File: config.mk
export PLATFORM = sky130hd
export DESIGN_NAME = relm_i2c_master
export DESIGN_NICKNAME = d
export VERILOG_FILES = /design/src/rtl/relm_i2c_master.sv
export SDC_FILE = /design/constraint.sdc
export NUM_CORES = 1
export LEC_CHECK = 0
export ABC_AREA = 1
export CORE_MARGIN = 4
export CORE_UTILIZATION = 44
export CTS_BUF_LIST = sky130_fd_sc_hd__clkbuf_8
export CTS_CLUSTER_DIAMETER = 50
export DETAILED_ROUTE_END_ITERATION = 10
export PLACE_DENSITY = 0.79
export SLEW_MARGIN = 40
export SYNTH_ARGS = -nofsm -noshare
export SYNTH_HDL_FRONTEND = slang
export SYNTH_SLANG_ARGS = --single-unit
File: constraint.sdc
create_clock -name clk -period 1.6 [get_ports clk]
set_input_delay 0.32 -clock clk [delete_from_list [all_inputs] [get_ports clk]]
set_output_delay 0.32 -clock clk [all_outputs]
set_load 0.05 [all_outputs]
File: src/rtl/relm_i2c_master.sv
// rtl/relm_i2c_master.sv - byte-level I2C master behind a ReLM push/pop port pair
// Quarter-bit sequencer with clock-stretch support.
module relm_i2c_master #(
  parameter int WD  = 32,
  parameter int DIV = 125
) (
  input  logic        clk,
  input  logic        rst,
  input  logic [WD:0] push_d,
  output logic        push_retry,
  input  logic [WD:0] pop_d,
  output logic [WD:0] pop_q,
  input  logic        scl_in,
  input  logic        sda_in,
  output logic        scl_oe_out,
  output logic        sda_oe_out
);

  typedef enum logic [2:0] {ST_IDLE, ST_START, ST_BIT, ST_ACK, ST_STOP} state_t;

  localparam logic [15:0] RELOAD = 16'(DIV - 1);
  // The synchroniser already spent two cycles of the quarter, so the hold value
  // is taken two lower to keep Q3 exactly DIV clocks after the pin goes high.
  localparam logic [15:0] HOLD = (DIV > 2) ? 16'(DIV - 3) : 16'd0;

  state_t      state;
  logic [1:0]  q;
  logic [15:0] cnt;
  logic [2:0]  bit_idx;
  logic [7:0]  shreg;
  logic [7:0]  rx;
  logic        rd, nack, stop_pend, skip, busy;
  logic        last_ack, sticky;
  logic        scl_m, scl_s, sda_m, sda_s;
  logic        rel_m, rel_s;

  logic accept, stretched, q_done, set_nack, unused_bits;

  assign accept      = push_d[WD] && !busy;
  // rel_s tracks our own release through the same two-flop delay as scl_s
  assign stretched   = (state != ST_IDLE) && (q == 2'd2) && rel_s && !scl_s;
  assign q_done      = (cnt == 16'd0) && !stretched;
  assign set_nack    = (state == ST_ACK) && (q == 2'd2) && q_done && !rd && sda_s;
  assign push_retry  = busy;
  assign pop_q       = {busy, {(WD-10){1'b0}}, sticky, last_ack, rx};
  assign unused_bits = ^{push_d[WD-1:13], pop_d[WD-1:0]};

  always_ff @(posedge clk or posedge rst) begin
    if (rst) begin
      state      <= ST_IDLE;
      q          <= 2'd0;
      cnt        <= 16'd0;
      bit_idx    <= 3'd0;
      shreg      <= 8'd0;
      rx         <= 8'd0;
      rd         <= 1'b0;
      nack       <= 1'b0;
      stop_pend  <= 1'b0;
      skip       <= 1'b0;
      busy       <= 1'b0;
      last_ack   <= 1'b0;
      sticky     <= 1'b0;
      scl_m      <= 1'b1;
      scl_s      <= 1'b1;
      sda_m      <= 1'b1;
      sda_s      <= 1'b1;
      rel_m      <= 1'b1;
      rel_s      <= 1'b1;
      scl_oe_out <= 1'b0;
      sda_oe_out <= 1'b0;
    end else begin
      scl_m  <= scl_in;
      scl_s  <= scl_m;
      sda_m  <= sda_in;
      sda_s  <= sda_m;
      rel_m  <= !scl_oe_out;
      rel_s  <= rel_m;
      sticky <= set_nack || (sticky && !pop_d[WD]);

      if (state == ST_IDLE) begin
        busy       <= 1'b0;
        sda_oe_out <= 1'b0;
        if (accept) begin
          busy      <= 1'b1;
          shreg     <= push_d[7:0];
          stop_pend <= push_d[9];
          rd        <= push_d[10];
          nack      <= push_d[11];
          skip      <= push_d[12];
          cnt       <= RELOAD;
          q         <= 2'd0;
          if (push_d[8]) begin
            // bus already released: SCL is high, so skip straight to Q2
            state <= ST_START;
            if (!scl_oe_out) q <= 2'd2;
          end else if (!push_d[12]) begin
            state      <= ST_BIT;
            bit_idx    <= 3'd7;
            scl_oe_out <= 1'b1;
            sda_oe_out <= !push_d[10] && !push_d[7];
          end else if (push_d[9]) begin
            state      <= ST_STOP;
            scl_oe_out <= 1'b1;
            sda_oe_out <= 1'b1;
          end
        end
      end else if (stretched) begin
        cnt <= HOLD;
      end else if (!q_done) begin
        cnt <= cnt - 16'd1;
      end else begin
        cnt <= RELOAD;
        q   <= q + 2'd1;
        case (q)
          2'd1: scl_oe_out <= 1'b0;
          2'd2: begin
            case (state)
              ST_START: sda_oe_out <= 1'b1;
              ST_STOP:  sda_oe_out <= 1'b0;
              ST_BIT:   if (rd) shreg <= {shreg[6:0], sda_s};
              ST_ACK: begin
                last_ack <= rd ? nack : sda_s;
                if (rd) rx <= shreg;
              end
              default: ;
            endcase
          end
          2'd3: begin
            case (state)
              ST_START: begin
                if (!skip) begin
                  state      <= ST_BIT;
                  bit_idx    <= 3'd7;
                  scl_oe_out <= 1'b1;
                  sda_oe_out <= !rd && !shreg[7];
                end else if (stop_pend) begin
                  state      <= ST_STOP;
                  scl_oe_out <= 1'b1;
                  sda_oe_out <= 1'b1;
                end else begin
                  state      <= ST_IDLE;
                  scl_oe_out <= 1'b1;
                  busy       <= 1'b0;
                end
              end
              ST_BIT: begin
                scl_oe_out <= 1'b1;
                if (bit_idx != 3'd0) begin
                  bit_idx    <= bit_idx - 3'd1;
                  sda_oe_out <= !rd && !shreg[bit_idx - 3'd1];
                end else begin
                  state      <= ST_ACK;
                  sda_oe_out <= rd && !nack;
                end
              end
              ST_ACK: begin
                scl_oe_out <= 1'b1;
                if (stop_pend) begin
                  state      <= ST_STOP;
                  sda_oe_out <= 1'b1;
                end else begin
                  // keep the bus: SCL parked low, SDA freed on the next idle cycle
                  state <= ST_IDLE;
                  busy  <= 1'b0;
                end
              end
              default: begin
                state <= ST_IDLE;
                busy  <= 1'b0;
              end
            endcase
          end
          default: ;
        endcase
      end
    end
  end

endmodule
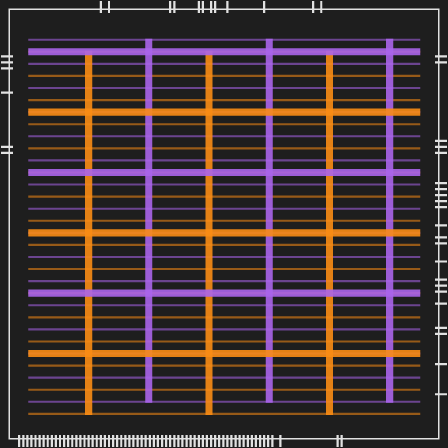
(images/pdn.png)
Pins as bars on the die edge.
Key: VSS = orange; VDD = purple
6 straps on met5. 32 met1 rails follow the rows. 6 straps on met4.

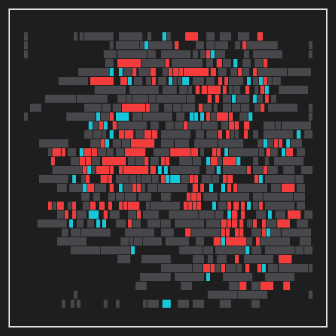
(images/gate_families.png)
Key: inverters = cyan [cells 59]; NAND gates = red [cells 158]

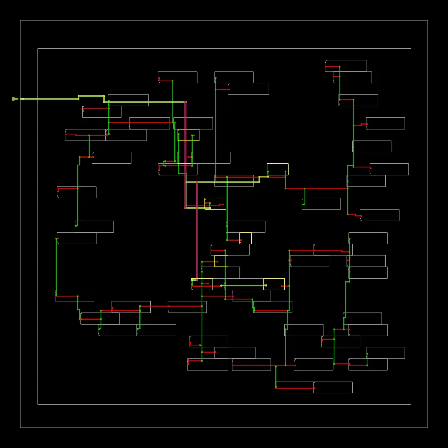
(images/final_clocks.png)
clk ins delay skew pair: 0.32 ns
final worst clock skew: 0.0115 ns
P_clk: 0.803 mW
Flops: 55
Clock Buffer Count: 5

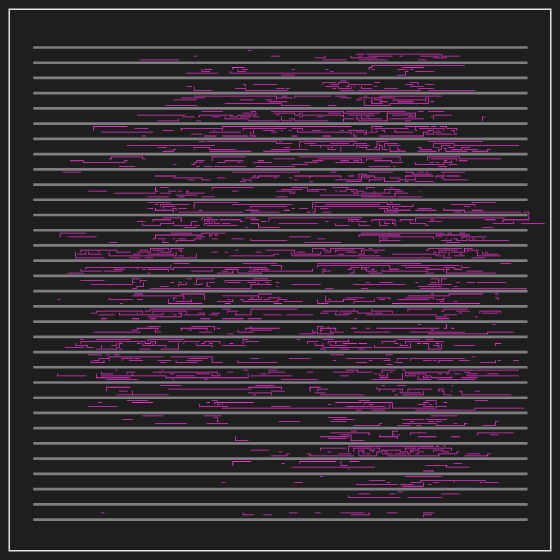
(images/met1.png)
Supply wires on this layer in gray.
The layer holds 41% of the routed length. The longest straight run is 29.9 um. The layer carries 3460 um of wire. 477 nets have wire on it.

placed cells by master, fill, tap and decap left out, types with 5 or more instances in the layout:
cell type        count
nand2_1             98
buf_4               63
inv_1               47
dfrtp_1             47
nand3_1             24
nor2_1              23
conb_1              22
o21ai_0             19
clkdlybuf4s50_1     18
o21ai_2             17
nor2_2              12
nor2_4              11
nand2_4              9
nand2_2              8
buf_12               8
inv_2                7
xor2_1               6
dfstp_2              6
nand2_8              5
nand4_1              5
clkbuf_8             5
power groups by stage:
| stage | clock [mW] | sequential, mW | combinational (mW) |
|---|---|---|---|
| finish | 0.803 | 2.09 | 5.06 |
| global route | 0.888 | 2.12 | 5.54 |
| CTS | 0.824 | 2.07 | 4.58 |
| detailed placement | 0 | 2.07 | 4.24 |
| global placement | 0 | 2.06 | 4.14 |
| floorplan | 0 | 2.17 | 2.75 |
metal layers:
layer  wire length (um)  vias to the layer above  global-route usage, %
met5                  0                        -                      0
li1                   -                     1490                      -
met1               3460                     1423                   22.2
met4                127                        0                   6.31
met3                345                       12                   2.87
met2               4420                       69                   31.6
metrics by stage:
step	util, %	cell area, um2
floorplan	-	3530
global placement	56.0	4170
detailed placement	56.0	4170
CTS	59.2	4410
global route	62.4	4650
finish	62.4	4650
synth_stat cells, types with 5 or more instances:
cell type / instances / area (um2)
nand2_4: 5 / 56.3
nand2_1: 110 / 413
nor2_1: 38 / 143
dfstp_2: 6 / 158
xor2_1: 7 / 61.3
ha_1: 7 / 87.6
dfrtp_1: 49 / 1230
inv_1: 55 / 206
nand4_1: 5 / 31.3
o21ai_2: 16 / 140
o21ai_0: 23 / 115
buf_4: 25 / 188
nand3_1: 26 / 130
registers in the layout, summed over array words and instances, names as in the netlist, 2 cells and up:
signal and flops:
cnt 16, rx 8, shreg 8, bit_idx 3, state 3, q 2
==> git commit body <==
Refresh implementation metrics

- Run status: complete, but fails checks
- Violations in the final reports: setup timing
* TritonCTS clock tree: done
* Sinks on the clock net: 55
- In the final layout, clock buffers and inverters account for 2.02% of the cell area.
- Leftover overflow at the end of global routing: 0
* Most prevalent standard cell on the critical path: nand2_1
- Count of hold-fix buffers inserted at cts: 0
* Crit Reg-Reg Startpoint: q[0]
* Invs w/o clock: 59
* Iteration-0 DRC Markers: 152
- Max Cap Violations: 0
- Buffers outside the clock tree occupy between 10% and 20% of the routed design's cell area.
- Type of the setup path with the least slack: flop to flop
- According to the finish report, the design has a final net count of between 500 and 600.
- Average wire length per cell after detail routing: roughly 14 um
- Fraction of layout cells with a size suffix above 1: 35.5%
* Static leakage: 2.25 nW
- Subtracting the final worst setup slack from the clock period gives 1.63 ns.
- Internal power consumption: 4.15 mW
* Number of well taps: between 90 and 100
- Fmax: 614 MHz
- Avg Vias per Cell: a little under 5
- Crit path depth: 11
- Entering global routing, the biggest net connects 27 pins.
- Yosys cell types: roughly 40
- After synthesis, the chip area reported by Yosys is 3440 um2.
- The portion of synthesized area spent on multiplexers is less than 1%.
- Cts repair resizes: 27
- Across every metal layer, demand over resource in global routing totals around 18%.
- The placement summary gives the final routability congestion estimate as 0.876.
- For this design the ratio of total power to cell area is roughly 1700 nW/um2.
- Synthesized-area fraction occupied by xor and xnor cells: 2.29%
- The number of setup buffers added after CTS is 3.
- Max-slew check failures listed in the final report amount to 0.
- The worst path uses 102% of the clock period.
* Clock-pin slew on the worst setup and hold paths: 0.11 ns
- Slowest cell on the critical path: dfrtp_1
- Average cell area after synthesis: 8.06 um2
- Total power for the finished layout comes to 7.95 mW.
* Post-synthesis sequential element count: 55
* Most used flip-flop cell after synthesis: dfrtp_1
- Total area of sequential cells: 1390 um2
* Highest fanout seen on the critical path: 3
* Cell total in the yosys stat output: between 400 and 500
- Proportion of power drawn by the clock network: a little over 10%
* Logic cell area: slightly below 2000 um2
* Antenna Nets Post-Route: 0
- According to the floorplan log, the row count is 31.
- Gate count after technology mapping: 427
- Buffer and inverter count on the worst path: 3
- Aggregate negative setup slack: -0.144 ns
- Placeable core area: approximately 7400 um2
- Non-filler cells, final: 618
- Via count of the first global-routing pass: 2936
- Signed area change from the synthesized netlist to the final layout: 35.0%
- The worst register-to-register path depth is 11.
- The switching portion of total power comes to 47.9%.
- Per the OpenROAD floorplan log, the area of the die is 9300 um2.
* Worst min path class: primary input to async pin
- The worst setup path is launched from a flop.
* Endpoint of the most critical setup path: sda_oe_out
- Aoi share: about 11%
- Kind of cell adding the most delay to the critical path: buffers and inverters
- Sequential power share: 26.2%
- The critical path in the final layout is reported with a setup slack of -0.0285 ns.
- Combinational fraction of the cell area: 41.7%
- Bufs on Longest Clock Path: 2
- DP Cell Count: around 600
- Simple-Gate Fraction of Synth Area: 30.1%
- Final hold analysis gives a worst-case slack of 0.254 ns.
- Slowest Stage Delay on Critical Path: between 0.3 and 0.4 ns
- Critical path launch point: q[0]
* Number of multi-input combinational cells in the layout: 305
- Die extent in x: ~96 um
- The number of antenna violations at the first check in global routing is 0.
* Floorplan utilization: 46.2%
- Main combinational cell family by area after synthesis: simple AND/OR/NAND/NOR gates
- The arrival time of data at the worst endpoint is listed as between 1.5 and 2 ns.
- Antenna cell count: 0
- Number of buffers added by the clock tree synthesis step: 5
- Crit Reg-Reg Endpoint: sda_oe_out
- Vertical die size: between 90 and 100 um
- In the final layout, flip-flops and latches take up 29.8% of the cell area.
- Quantity of I/O buffers inserted on ports: 32
- Detailed Route WL: 8360 um
* HPWL after DPL: 5780 um
- CTS built an H-tree with a depth of 2.
- Tally of yosys warning messages: 0
* Post-synth tally of flip-flops with integrated enable: 0
* DRC errors left: 0
- In this run the clock root is driven by a clkbuf_8.
* Number of hold-slack violations in the final timing report: 0
* WP data required: 1.82 ns
- Setup repair after global routing could not meet its margin everywhere.
- For this run, the final setup violation count is recorded as 12.
* Element type at the critical path end: flop
- Total tool warning count: 84
* Switching power: between 3 and 4 mW
- For reference, the critical path cell chain is inv_2, ha_4, inv_1, buf_4, nor2_1, nand2_1, nand2_1, a21oi_2, nand2_1, nor2_1, a21oi_1.
* Total standard cell area after synthesis: 3440 um2
- Ports: about 110
- Among all cell classes, the greatest summed area belongs to multi-input combinational cells.
* Post-synth ARST share: 100%
- After Yosys synthesis, full adders, half adders and majority gates account for 2.54% of the synthesized area.
- Global-route wire length before repair: around 13000 um
- In this run the VDD rail shows a maximum IR drop of 0.723 mV.
- Reg2Reg Setup Slack: -0.03 ns
- 1st-pass router iterations: 4
- Number of fillers in the final layout: roughly 610
- The plain and repair buffers instantiated in the layout total 92.
- Post-placement setup slack: -0.162 ns
- Comb power frac: a little under two thirds
- Via Count: between 2000 and 3000
- After synthesis, flip-flops and latches occupy 40.2% of the total area.
Power is estimated from default activity; no workload was simulated.
